**config.mk**
```make
export PLATFORM = sky130hd
export DESIGN_NAME = serial_divider
export DESIGN_NICKNAME = d
export VERILOG_FILES = /design/src/rtl/serial_divider.sv
export SDC_FILE = /design/constraint.sdc
export NUM_CORES = 1
export LEC_CHECK = 0
export ABC_AREA = 1
export CORE_MARGIN = 2
export CORE_UTILIZATION = 29
export DETAILED_ROUTE_END_ITERATION = 7
export PLACE_DENSITY = 0.47
export SYNTH_ARGS = -nofsm -noshare
export SYNTH_HDL_FRONTEND = slang
export SYNTH_SLANG_ARGS = --single-unit
```
**constraint.sdc**
```tcl
create_clock -name clk_i -period 3.6 [get_ports clk_i]
set_input_delay 0.72 -clock clk_i [delete_from_list [all_inputs] [get_ports clk_i]]
set_output_delay 0.72 -clock clk_i [all_outputs]
set_load 0.03 [all_outputs]
```
**src/rtl/serial_divider.sv**
```systemverilog
// Iterative 32-bit divider for RISC-V DIV/DIVU/REM/REMU: one restoring radix-2 step per cycle.
// Divide-by-zero and signed overflow skip the iteration and finish on the next cycle.
module serial_divider (
  input  logic        clk_i,
  input  logic        rst_i,
  input  logic        start_i,
  input  logic [2:0]  op_i,
  input  logic [31:0] numerator_i,
  input  logic [31:0] denominator_i,
  output logic [31:0] quotient_o,
  output logic [31:0] remainder_o,
  output logic        done_o,
  output logic        busy_o
);

  typedef enum logic [1:0] {
    IDLE = 2'd0,
    CALC = 2'd1,
    DONE = 2'd2
  } state_t;

  state_t      state_q;
  logic [5:0]  cnt_q;
  logic [32:0] prem_q;
  logic [31:0] dvd_q;
  logic [31:0] dvs_q;
  logic [31:0] quotient_q;
  logic [31:0] remainder_q;
  logic        q_neg_q;
  logic        r_neg_q;

  logic [32:0] shifted_d;
  logic [32:0] diff_d;
  logic [32:0] prem_d;
  logic [31:0] dvd_d;
  logic [31:0] q_final_d;
  logic [31:0] r_final_d;

  logic        req_s;
  logic        is_signed_s;
  logic        num_neg_s;
  logic        den_neg_s;
  logic        den_zero_s;
  logic        ovf_s;
  logic [31:0] num_mag_s;
  logic [31:0] den_mag_s;
  logic        unused_op_s;

  // op_i[1] only selects which result the core consumes; both are always produced
  assign unused_op_s = op_i[1];

  // Request decode and operand magnitude conversion
  always_comb begin
    req_s       = start_i & op_i[2];
    is_signed_s = ~op_i[0];
    num_neg_s   = is_signed_s & numerator_i[31];
    den_neg_s   = is_signed_s & denominator_i[31];
    den_zero_s  = (denominator_i == 32'd0);
    ovf_s       = is_signed_s && (numerator_i == 32'h8000_0000) && (denominator_i == 32'hFFFF_FFFF);
    num_mag_s   = num_neg_s ? (32'd0 - numerator_i) : numerator_i;
    den_mag_s   = den_neg_s ? (32'd0 - denominator_i) : denominator_i;
  end

  // One restoring step: quotient bits shift into the dividend register as its MSBs leave
  always_comb begin
    shifted_d = {prem_q[31:0], dvd_q[31]};
    diff_d    = shifted_d - {1'b0, dvs_q};
    if (!diff_d[32]) begin
      prem_d = diff_d;
      dvd_d  = {dvd_q[30:0], 1'b1};
    end else begin
      prem_d = shifted_d;
      dvd_d  = {dvd_q[30:0], 1'b0};
    end
    q_final_d = q_neg_q ? (32'd0 - dvd_d) : dvd_d;
    r_final_d = r_neg_q ? (32'd0 - prem_d[31:0]) : prem_d[31:0];
  end

  // Control FSM with datapath and result registers
  always_ff @(posedge clk_i) begin
    if (rst_i) begin
      state_q     <= IDLE;
      cnt_q       <= 6'd0;
      prem_q      <= 33'd0;
      dvd_q       <= 32'd0;
      dvs_q       <= 32'd0;
      quotient_q  <= 32'd0;
      remainder_q <= 32'd0;
      q_neg_q     <= 1'b0;
      r_neg_q     <= 1'b0;
    end else begin
      case (state_q)
        IDLE: begin
          if (req_s) begin
            if (den_zero_s) begin
              quotient_q  <= 32'hFFFF_FFFF;
              remainder_q <= numerator_i;
              state_q     <= DONE;
            end else if (ovf_s) begin
              quotient_q  <= 32'h8000_0000;
              remainder_q <= 32'd0;
              state_q     <= DONE;
            end else begin
              dvd_q   <= num_mag_s;
              dvs_q   <= den_mag_s;
              prem_q  <= 33'd0;
              cnt_q   <= 6'd0;
              q_neg_q <= num_neg_s ^ den_neg_s;
              r_neg_q <= num_neg_s;
              state_q <= CALC;
            end
          end
        end
        CALC: begin
          prem_q <= prem_d;
          dvd_q  <= dvd_d;
          cnt_q  <= cnt_q + 6'd1;
          if (cnt_q == 6'd31) begin
            quotient_q  <= q_final_d;
            remainder_q <= r_final_d;
            state_q     <= DONE;
          end
        end
        DONE: begin
          state_q <= IDLE;
        end
        default: begin
          state_q <= IDLE;
        end
      endcase
    end
  end

  assign quotient_o  = quotient_q;
  assign remainder_o = remainder_q;
  assign done_o      = (state_q == DONE);
  assign busy_o      = (state_q == CALC) || (state_q == DONE);

endmodule
```
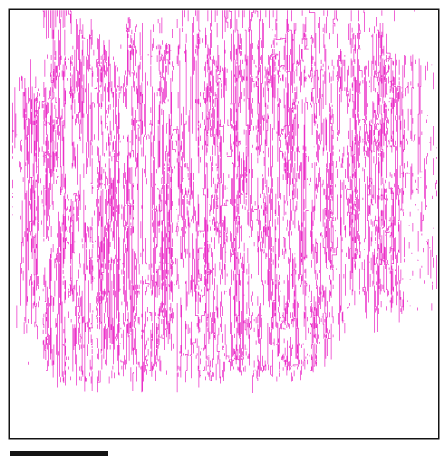
(signal wires on met2)
The bar under the picture is 50 µm long.
2133 nets have wire on it. The layer holds 46% of the routed length. The longest straight run is 108 µm. The layer carries 25.6 mm of wire. The wires run mostly vertical.

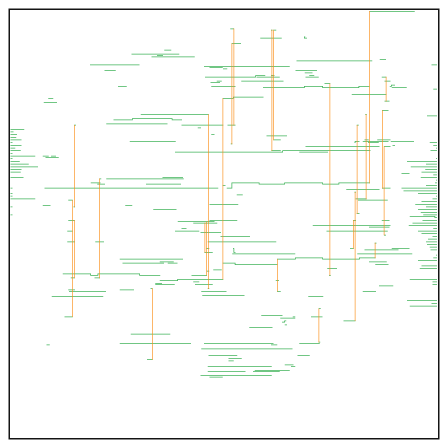
(metal layers overlaid)
Only two layers are drawn.
met3: drawn in green, wire length 2680 µm. met4: drawn in orange, wire length 1140 µm.

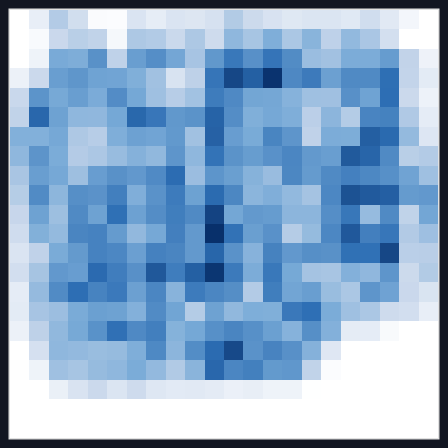
(signal metal coverage by tile)
The die is cut into 22 by 22 equal tiles; white is low, dark blue is high, scaled to the fullest tile. Values are wire area over tile area, all layers added.
The densest ninth of the die: middle. 42% of the tiles are over half the peak. The emptiest ninth of the die: bottom right. The mean over all tiles is 0.19.

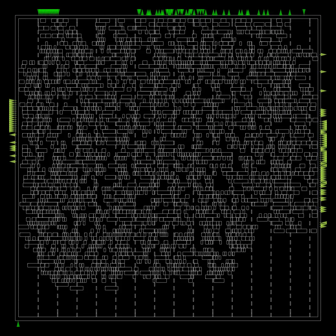
(placement view)
# Taps: 600
Core Area: 45200 µm²

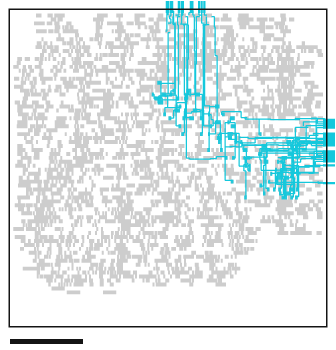
(I/O nets highlighted)
The bar under the picture is 50 µm long.
`numerator_i`: drawn in cyan, direction input, end cells 99, buffers 55, wire 3000 µm.

==> run summary <==
fresh numbers from the pnr run: Synth Net Count 2318, Yosys warnings 0, final hold vios 0, Slew @ Worst Pin 0.748 ns, hold path depth 2, Area Overhead vs Synth 41.8%, Avg Synthesized Cell Area 5.98 µm², Reg2Reg Capture Point quotient_o[6], post-synth top area cell dfxtp_1, crit path capture type flip-flop, CTS tree yes, Late-Pin Clk Latency 0.46 ns, initial detailed-routing violation count 1148, Crit Path Max Fanout 3, Chip Area 47200 µm², CTS Root Cell clkbuf_16, clock power share 16.6%, most frequent logic cell in the layout nand2_1, Final Setup Violations 6, Clock Sinks 170, Post-CTS Hold Fix Bufs 0, slowest cell on the critical path fa_2, Die X 217 µm, chip height 217 µm, WL final 55.8 mm, DRC viols 0, dpl hpwl 43.7 mm, final setup margin -0.197 ns, yosys cell count 2206, CP Launch Type flip-flop, net load switching power 5.38 mW, Yosys reg bits 170, delay-heaviest family, CP buffers and inverters, worst min-delay path class flip-flop to flip-flop, largest net degree at the start of global routing 57, Sw Ratio 47.5%, crit path DAT 4.20 ns, Combinational Power Share 59.4%, yosys stat area 13200 µm², failing checks setup timing, FF-to-FF Start dvd_q[31], pwr dens 606 nW/µm², FMAX 263 MHz, vias in the first global route 14700, status finished with violations, H-tree depth 4, Pint 5.95 mW, Peak VDD IR 0.000302 V, FF-to-FF path depth 31, post-synthesis sequential area ratio 25.8%, worst hold slack 0.466 ns, worst min-delay path startpoint dvs_q[31], sequential fraction of design power 24.1%, first-pass GRT wire length 84.1 mm, Avg WL per Cell 17.4 µm, Static Leak 8.73 nW, synthesized area 13200 µm², First-pass DRT Iterations 5, Max Cap Viol 0, Util after Layout 41.4%, R2R setup slack -0.20 ns, global-route usage over all layers 23.1%, non-filler cells, final 3209, Num CTS Buffers 17, count of input and output buffers 134
-- area by class of cell --
| class | instances | area, µm² |
|---|---|---|
| well taps | 600 | 751 |
| flip-flops and latches | 170 | 3410 |
| repair buffers | 462 | 4020 |
| clock buffers | 17 | 425 |
| inverters | 274 | 1030 |
| fillers | 4844 | 26500 |
| diodes | 2 | 5.00 |
| clock inverters | 14 | 138 |
| multi-input cells | 1670 | 8920 |
-- cells in the mapped netlist, drive strengths merged, types with 14 or more instances --
cell and number:
o21ai 179, nor2 224, dfxtp 170, a21oi 222
inv 272, a31oi 14, a211oi 16, clkbuf 63
xnor2 26, xor2 46, nand2 628, nand3 148
nor3 34, buf 29, nand4 30, ha 41
-- worst max-delay path by stage --
stage / start / end / slack, ns / depth (start not counted)
detailed placement: dvd_q[31] / quotient_o[30] / -0.47 / 32
floorplan: dvd_q[31] / quotient_o[30] / -0.19 / 31
global route: dvd_q[31] / quotient_o[30] / -0.42 / 32
global placement: numerator_i[0] / quotient_o[19] / -0.46 / 19
finish: dvd_q[31] / quotient_o[6] / -0.20 / 31
CTS: dvd_q[31] / quotient_o[6] / -0.15 / 34
-- sequential cells by signal, summed over array words and instances, names as in the netlist --
signal       cells
state_q          2
r_neg_q          1
cnt_q            6
dvs_q           32
quotient_o      32
prem_q          32
q_neg_q          1
remainder_o     32
dvd_q           32
-- what timing repair did --
item | CTS | global route
pin swaps | 19 | 11
setup buffers | 18 | 10
gates cloned | 0 | 3
gates resized | 29 | 85
endpoints found under the setup margin | 32 | 77
-- tightest hold or removal path, delay by kind of cell (launching register included) --
kind | cells | cell delay, ns
flops | 1 | 0.31
simple gates | 1 | 0.06
compound gates | 1 | 0.05
-- routing by layer --
metal / GRT usage [%] / up-vias / share of wire, %
met4: 6.05 / 0 / 2.0
met2: 38.0 / 417 / 46
li1: - / 7944 / -
met1: 32.0 / 7183 / 47
met5: 0 / - / 0
met3: 2.85 / 57 / 4.8
-- power by group through the flow --
stage	clock network, mW	logic (mW)	registers [mW]
finish	1.88	6.73	2.73
global route	1.99	7.38	2.79
floorplan	0	3.31	2.99
CTS	1.92	6.41	2.72
global placement	0	6.09	2.75
detailed placement	0	6.10	2.75
-- metrics by stage --
stage | TNS (ns) | power [mW] | instance area (µm²) | worst slack, ns
2_1_floorplan | -0.589 | 6.31 | 13300 | -0.192
3_3_place_gp | -49.77 | 8.84 | 17300 | -0.459
3_5_place_dp | -40.86 | 8.86 | 17300 | -0.471
4_1_cts | -1.85 | 11.1 | 18200 | -0.151
5_1_grt | -4.40 | 12.2 | 18700 | -0.423
6_report | -0.778 | 11.3 | 18700 | -0.197
-- cell families after synthesis --
family                   share of synthesized area (%)
XOR/XNOR                                          4.78
AND-OR/OR-AND                                     18.8
adder cells (fa/ha/maj)                           4.04
buffers and inverters                             11.0
flip-flops                                        25.8
AND/OR/NAND/NOR                                   35.7
Power is estimated from default activity; no workload was simulated.
